### src/rtl/imm_ext_pipe.sv
// Pipelined immediate extender: mask, sign/zero extend, left shift, then a valid/ready
// output register with one skid entry. Define IMM_EXT_OVF_EN to add the ovf output.
module imm_ext_pipe #(
  parameter int unsigned IN_W  = 20,
  parameter int unsigned OUT_W = 32,
  parameter int unsigned LEN_W = $clog2(IN_W + 1),
  parameter int unsigned SH_W  = $clog2(OUT_W)
) (
  input  logic             clk,
  input  logic             rst,
  input  logic             in_valid,
  output logic             in_ready,
  input  logic [IN_W-1:0]  imm_in,
  input  logic [LEN_W-1:0] field_len,
  input  logic             sign_en,
  input  logic [SH_W-1:0]  shamt,
  output logic             out_valid,
  input  logic             out_ready,
  output logic [OUT_W-1:0] imm_out
`ifdef IMM_EXT_OVF_EN
  ,
  output logic             ovf
`endif
);

`ifdef IMM_EXT_OVF_EN
  localparam int unsigned EntW = OUT_W + 1;
`else
  localparam int unsigned EntW = OUT_W;
`endif

  // Encoding puts out_valid in bit 1 and in_ready in bit 0, so both are plain flop outputs.
  typedef enum logic [1:0] {
    StEmpty = 2'b01,
    StOne   = 2'b11,
    StTwo   = 2'b10
  } state_e;

  state_e            state_q, state_d;
  logic [EntW-1:0]   oreg_q, oreg_d;
  logic [EntW-1:0]   skid_q, skid_d;
  logic [EntW-1:0]   new_ent;
  logic [LEN_W-1:0]  len_c;
  logic [OUT_W-1:0]  in_pad;
  logic [OUT_W-1:0]  ext;
  logic [OUT_W-1:0]  shifted;
  logic              fill;
  logic              in_xfer;
  logic              out_xfer;

  // Extension and shift datapath.
  always_comb begin
    len_c  = (field_len > LEN_W'(IN_W)) ? LEN_W'(IN_W) : field_len;
    in_pad = '0;
    in_pad[IN_W-1:0] = imm_in;
    fill = 1'b0;
    for (int i = 0; i < int'(IN_W); i++) begin
      if (sign_en && (int'(len_c) == i + 1)) fill = imm_in[i];
    end
    ext = '0;
    for (int i = 0; i < int'(OUT_W); i++) begin
      ext[i] = (i < int'(len_c)) ? in_pad[i] : fill;
    end
    shifted = ext << shamt;
  end

`ifdef IMM_EXT_OVF_EN
  logic [OUT_W-1:0] top_mask;
  logic             ovf_new;

  // Bits shifted out must all equal the fill value for the shift to be lossless.
  always_comb begin
    top_mask = ~({OUT_W{1'b1}} >> shamt);
    ovf_new  = |((ext ^ {OUT_W{fill}}) & top_mask);
    new_ent  = {ovf_new, shifted};
  end

  assign ovf = oreg_q[OUT_W];
`else
  assign new_ent = shifted;
`endif

  assign out_valid = state_q[1];
  assign in_ready  = state_q[0];
  assign imm_out   = oreg_q[OUT_W-1:0];
  assign in_xfer   = in_valid & in_ready;
  assign out_xfer  = out_valid & out_ready;

  always_comb begin
    state_d = state_q;
    oreg_d  = oreg_q;
    skid_d  = skid_q;
    case (state_q)
      StEmpty: begin
        if (in_xfer) begin
          oreg_d  = new_ent;
          state_d = StOne;
        end
      end
      StOne: begin
        if (in_xfer && out_xfer) begin
          oreg_d = new_ent;
        end else if (in_xfer) begin
          skid_d  = new_ent;
          state_d = StTwo;
        end else if (out_xfer) begin
          state_d = StEmpty;
        end
      end
      StTwo: begin
        if (out_xfer) begin
          oreg_d  = skid_q;
          state_d = StOne;
        end
      end
      default: state_d = StEmpty;
    endcase
  end

  always_ff @(posedge clk) begin
    if (rst) begin
      state_q <= StEmpty;
      oreg_q  <= '0;
      skid_q  <= '0;
    end else begin
      state_q <= state_d;
      oreg_q  <= oreg_d;
      skid_q  <= skid_d;
    end
  end

endmodule
### config.mk
export PLATFORM = sky130hd
export DESIGN_NAME = imm_ext_pipe
export DESIGN_NICKNAME = d
export VERILOG_FILES = /design/src/rtl/imm_ext_pipe.sv
export SDC_FILE = /design/constraint.sdc
export NUM_CORES = 1
export LEC_CHECK = 0
export CELL_PAD_IN_SITES_DETAIL_PLACEMENT = 0
export CELL_PAD_IN_SITES_GLOBAL_PLACEMENT = 1
export CORE_MARGIN = 2
export CORE_UTILIZATION = 44
export CTS_CLUSTER_DIAMETER = 150
export DETAILED_ROUTE_END_ITERATION = 7
export MAX_ROUTING_LAYER = met4
export PLACE_DENSITY_LB_ADDON = 0.3
export SKIP_LAST_GASP = 1
export SLEW_MARGIN = 0
export SYNTH_ARGS = -nofsm -noshare
export SYNTH_HDL_FRONTEND = slang
export SYNTH_SLANG_ARGS = --single-unit
### constraint.sdc
create_clock -name clk -period 9.5 [get_ports clk]
set_input_delay 1.9 -clock clk [delete_from_list [all_inputs] [get_ports clk]]
set_output_delay 1.9 -clock clk [all_outputs]
set_load 0.02 [all_outputs]
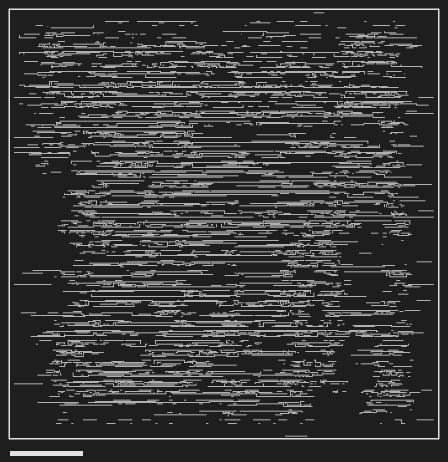
m1.png
Scale bar: 20 um.
main direction	horizontal
longest straight run	49.2 um
wire length on this layer	9,420 um
share of all routed wire	42%
nets with wire on the layer	803
met1 Usage GRT: 0.431
routed wire length: 22,500 um
Vias: 6,735

==> summary.txt <==
Results of the implementation run.

The run finished with clean final reports. The filler cell count in the final layout is 1,263. The highest net fanout along the worst path came out at 33. The worst setup path is captured at a register. The total track usage came out at 0.340. Each instance of the synthesized netlist takes up on average 7.10 um^2.

By area the synthesized netlist is led by sky130_fd_sc_hd__dfxtp_1 24%, sky130_fd_sc_hd__o21ai_0 6.0%, sky130_fd_sc_hd__nand2_1 5.6%, sky130_fd_sc_hd__a21oi_1 5.5%, sky130_fd_sc_hd__nor2_1 5.4%. The count of warnings emitted by yosys came out at 0. The fraction of the yosys area taken by sequential cells is 0.236. Hold is met by 456 ps.

According to the timing report, the arrival time at the worst endpoint equals 6550 ps. The I/O pin count came out at 69. The placed instance count came out at 975. The final antenna diode count is 0. The number of antenna violations at the first check in global routing came to 0. The detailed-route DRC error count came out at 0. The post-CTS repair timing setup buffer count is 0. Per the CTS log, the maximum H-tree level is 3. Detailed placement ended at an HPWL of 16,400 um. After floorplanning, the core was divided into 41 placement rows.

In the log, the iteration count for the first detailed-route pass is 6. The clock reaches the later pin of the worst-skew pair after 340 ps. For reference, the final report shows the max-slew violation count at 0. CTS placed an instance of sky130_fd_sc_hd__clkbuf_16 at the clock tree root.

The chip area line in the Yosys stat output reads 5610 um^2. The biggest area contributor in the post-synthesis netlist is sky130_fd_sc_hd__dfxtp_1. Setup total negative slack on the finished layout was measured at 0 ps.

The clock network power share is 0.231. The clock period could shrink to 6360 ps. Once layout is complete, the cells apart from fillers number 991. The full die area came out at 13,700 um^2. The via density per instance came out at 6.80. The synthesized netlist occupies a cell area of 5610 um^2.

The number of global-route vias before repair came out at 6,161. The normalized max-slew margin is 0.239. The proportion of layout cells with a drive suffix above 1 came out at 0.0781. The maximum clock skew at final layout is 6.74 ps. The count of endpoints failing hold in the final timing report came out at 0. The post-cts hold-fix buffer tally came out at 0.

The number of gates given a new drive strength after cts came out at 0. The net total in the final layout came out at 853. The switching power summed over all nets is 690 uW.

The number of nets in the synthesized netlist is 829. The analysis attributes to cell leakage a power of 0.00224 uW. The post-synthesis instance total came out at 790.

The number of clock sinks seen by CTS is 66. The power density over the cells is 238 nW/um^2. The aggregate global routing overflow is 0. The fraction of power consumed by sequential logic is 0.256. The worst-case clock buffer depth is 2. The critical path in this run is classified as input pin to register. Setup repair after global routing left no endpoint under its margin. The area growth from synthesis to layout came out at 18.4%. The synth_stat.txt file lists the number of cells as 790. According to the timing report, the data required time at the worst endpoint equals 9690 ps. The global-route wire length before repair came out at 34,500 um. The number of maximum-capacitance violations recorded for the run is 0. The highest attainable clock frequency came out at 157 MHz. The switching portion of total power comes to 0.437.

RePlAce ended its routability-driven mode at a weighted congestion of 1.00. OpenROAD emitted warnings numbering 29. Hold analysis shows the worst path with a depth of 2.

TritonCTS built the clock tree. The power share of the combinational group is 0.513. Leaving out fill and tap cells, the most frequent cell in the layout is sky130_fd_sc_hd__nand2_1. Entering global routing, the biggest net connects 42 pins. STA classifies the critical path startpoint as an input pin.

The first routing iteration left 957 violations. Yosys reported that registers with async set or reset make up 0. The worst-case vdd ir drop came out at 0.000161 V. The die boundary height is 117 um. The final tally of setup violations is 0. The clock edge transition at the registers on the reported setup and hold paths is 60 ps. The post-detailed-route wirelength per cell came out at 22.7 um. The number of enable flip-flop cells came out at 0. Per the TritonCTS log, the buffer count is 9. The post-synthesis register bit count is 66. In the layout the commonest cells are 83 x sky130_fd_sc_hd__nand2_1, 80 x sky130_fd_sc_hd__nor2_1, 68 x sky130_fd_sc_hd__clkdlybuf4s50_1, 67 x sky130_fd_sc_hd__o21ai_0, 66 x sky130_fd_sc_hd__dfxtp_1. The portion of synthesized cell area occupied by the leading cell type is 0.236. According to the hold report, the worst path is of the register to register type. The share of the clock period used by the worst path after layout is 0.669. The design internal power came out at 889 uW. Per the synthesis report, the number of distinct cell types is 82. The final antenna-violating net count is 0. Looking at the max-slew report, the worst-margin pin has a slew of 1130 ps. The count of buffers added on input and output ports is 68.

In the synthesized netlist the dominant register cell turns out to be sky130_fd_sc_hd__dfxtp_1. The worst-case reg-to-reg path depth came out at 10. The die extent in x came out at 117 um.
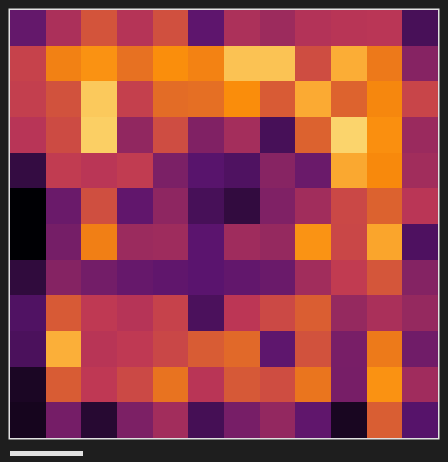
util_map.png
Scale bar: 20 um. The die is cut into 12 by 12 equal tiles; black is low, pale yellow is high, 0 to 100% covered.
tiles over 75% full	11%
mean over tiles	47%
fullest tile	91%
nearly empty tiles	1.4%
post-layout utilization of the core: 0.531
Starting Density: 0.448
core region area: 12,500 um^2

## worst max-delay path, stage by stage
cell,delay (ps)
sky130_fd_sc_hd__clkdlybuf4s50_1,1150
sky130_fd_sc_hd__nor4bb_1,430
sky130_fd_sc_hd__a311o_2,300
sky130_fd_sc_hd__nor2_4,120
sky130_fd_sc_hd__a211oi_4,890
sky130_fd_sc_hd__o31ai_1,240
sky130_fd_sc_hd__a2111oi_0,980
sky130_fd_sc_hd__a311oi_1,150
sky130_fd_sc_hd__a211oi_1,270
sky130_fd_sc_hd__o41ai_1,100
## metrics by stage
step	util	cell area, um^2	worst slack (ps)	total power (uW)
6_report	0.531	6640	3140	1580
5_1_grt	0.531	6640	3000	1670
4_1_cts	0.531	6640	3400	1570
3_5_place_dp	0.504	6310	3050	1200
3_3_place_gp	0.504	6310	3200	1190
2_1_floorplan	-	5610	5160	918
## layer usage
| metal | GRT usage | part of all wire | vias to the layer above |
|---|---|---|---|
| met2 | 0.529 | 0.47 | 351 |
| met5 | - | 0 | - |
| met3 | 0.0623 | 0.078 | 60 |
| met1 | 0.431 | 0.42 | 3208 |
| met4 | 0.151 | 0.039 | 0 |
| li1 | - | - | 3116 |
## flip-flops by register name, indices dropped and copies added, names as in the netlist
register	cells
state_q	2
imm_out	32
skid_q	32
## final timing paths
kind	end	from	slack [ps]
max reg2reg	imm_out[30]	state_q[0]	6530
min	skid_q[15]	skid_q[15]	460
max	imm_out[20]	field_len[1]	3140
min reg2reg	skid_q[15]	skid_q[15]	460
## synthesized netlist by cell type (all sizes together), types with 3 or more instances
library cell and instances:
nand2 83, nor2 82, o21ai 72, dfxtp 66, a21oi 62, clkbuf 51, a211oi 30, o211ai 28
nor3 27, nand3 23, a31oi 18, o22ai 18, buf 17, o221ai 15, o31ai 13, inv 12
or2 11, or3 10, nand2b 9, nand4 9, o311ai 9, a221oi 8, a22oi 8, a21o 7
a311oi 7, o2111ai 7, a2111oi 6, mux2i 6, a32oi 5, and3 5, o41ai 5, ha 4
mux2 4, nor4 4, a211o 3, a2bb2oi 3, a31o 3, and2 3, nand3b 3, nor3b 3
o211a 3, o21a 3, o31a 3
## power groups by stage
stage               Clock (uW)  Combinational [uW]  Sequential, uW
floorplan                    0                 439             479
global placement             0                 784             404
detailed placement           0                 795             409
CTS                        369                 801             405
global route               379                 880             413
finish                     365                 809             404
## final cells by class
type	count	area, um^2	share of cell area
clock inverters	6	90.1	0.0136
clock buffers	10	239	0.0360
well taps	172	215	0.0324
multi-input cells	642	3950	0.594
flip-flops and latches	66	1320	0.199
repair buffers	81	778	0.117
inverters	14	52.6	0.00791
## logic make-up (layout without fill, tap and decap cells)
family                   count (synthesis)  after routing  share of synthesized area
AND-OR/OR-AND                          347            347                      0.434
adder cells (fa/ha/maj)                  4              4                    0.00892
buffers and inverters                   82            111                     0.0616
flip-flops                              66             66                      0.236
multiplexers                            11             11                     0.0228
AND/OR/NAND/NOR                        280            280                      0.238
Power is estimated from default activity; no workload was simulated.
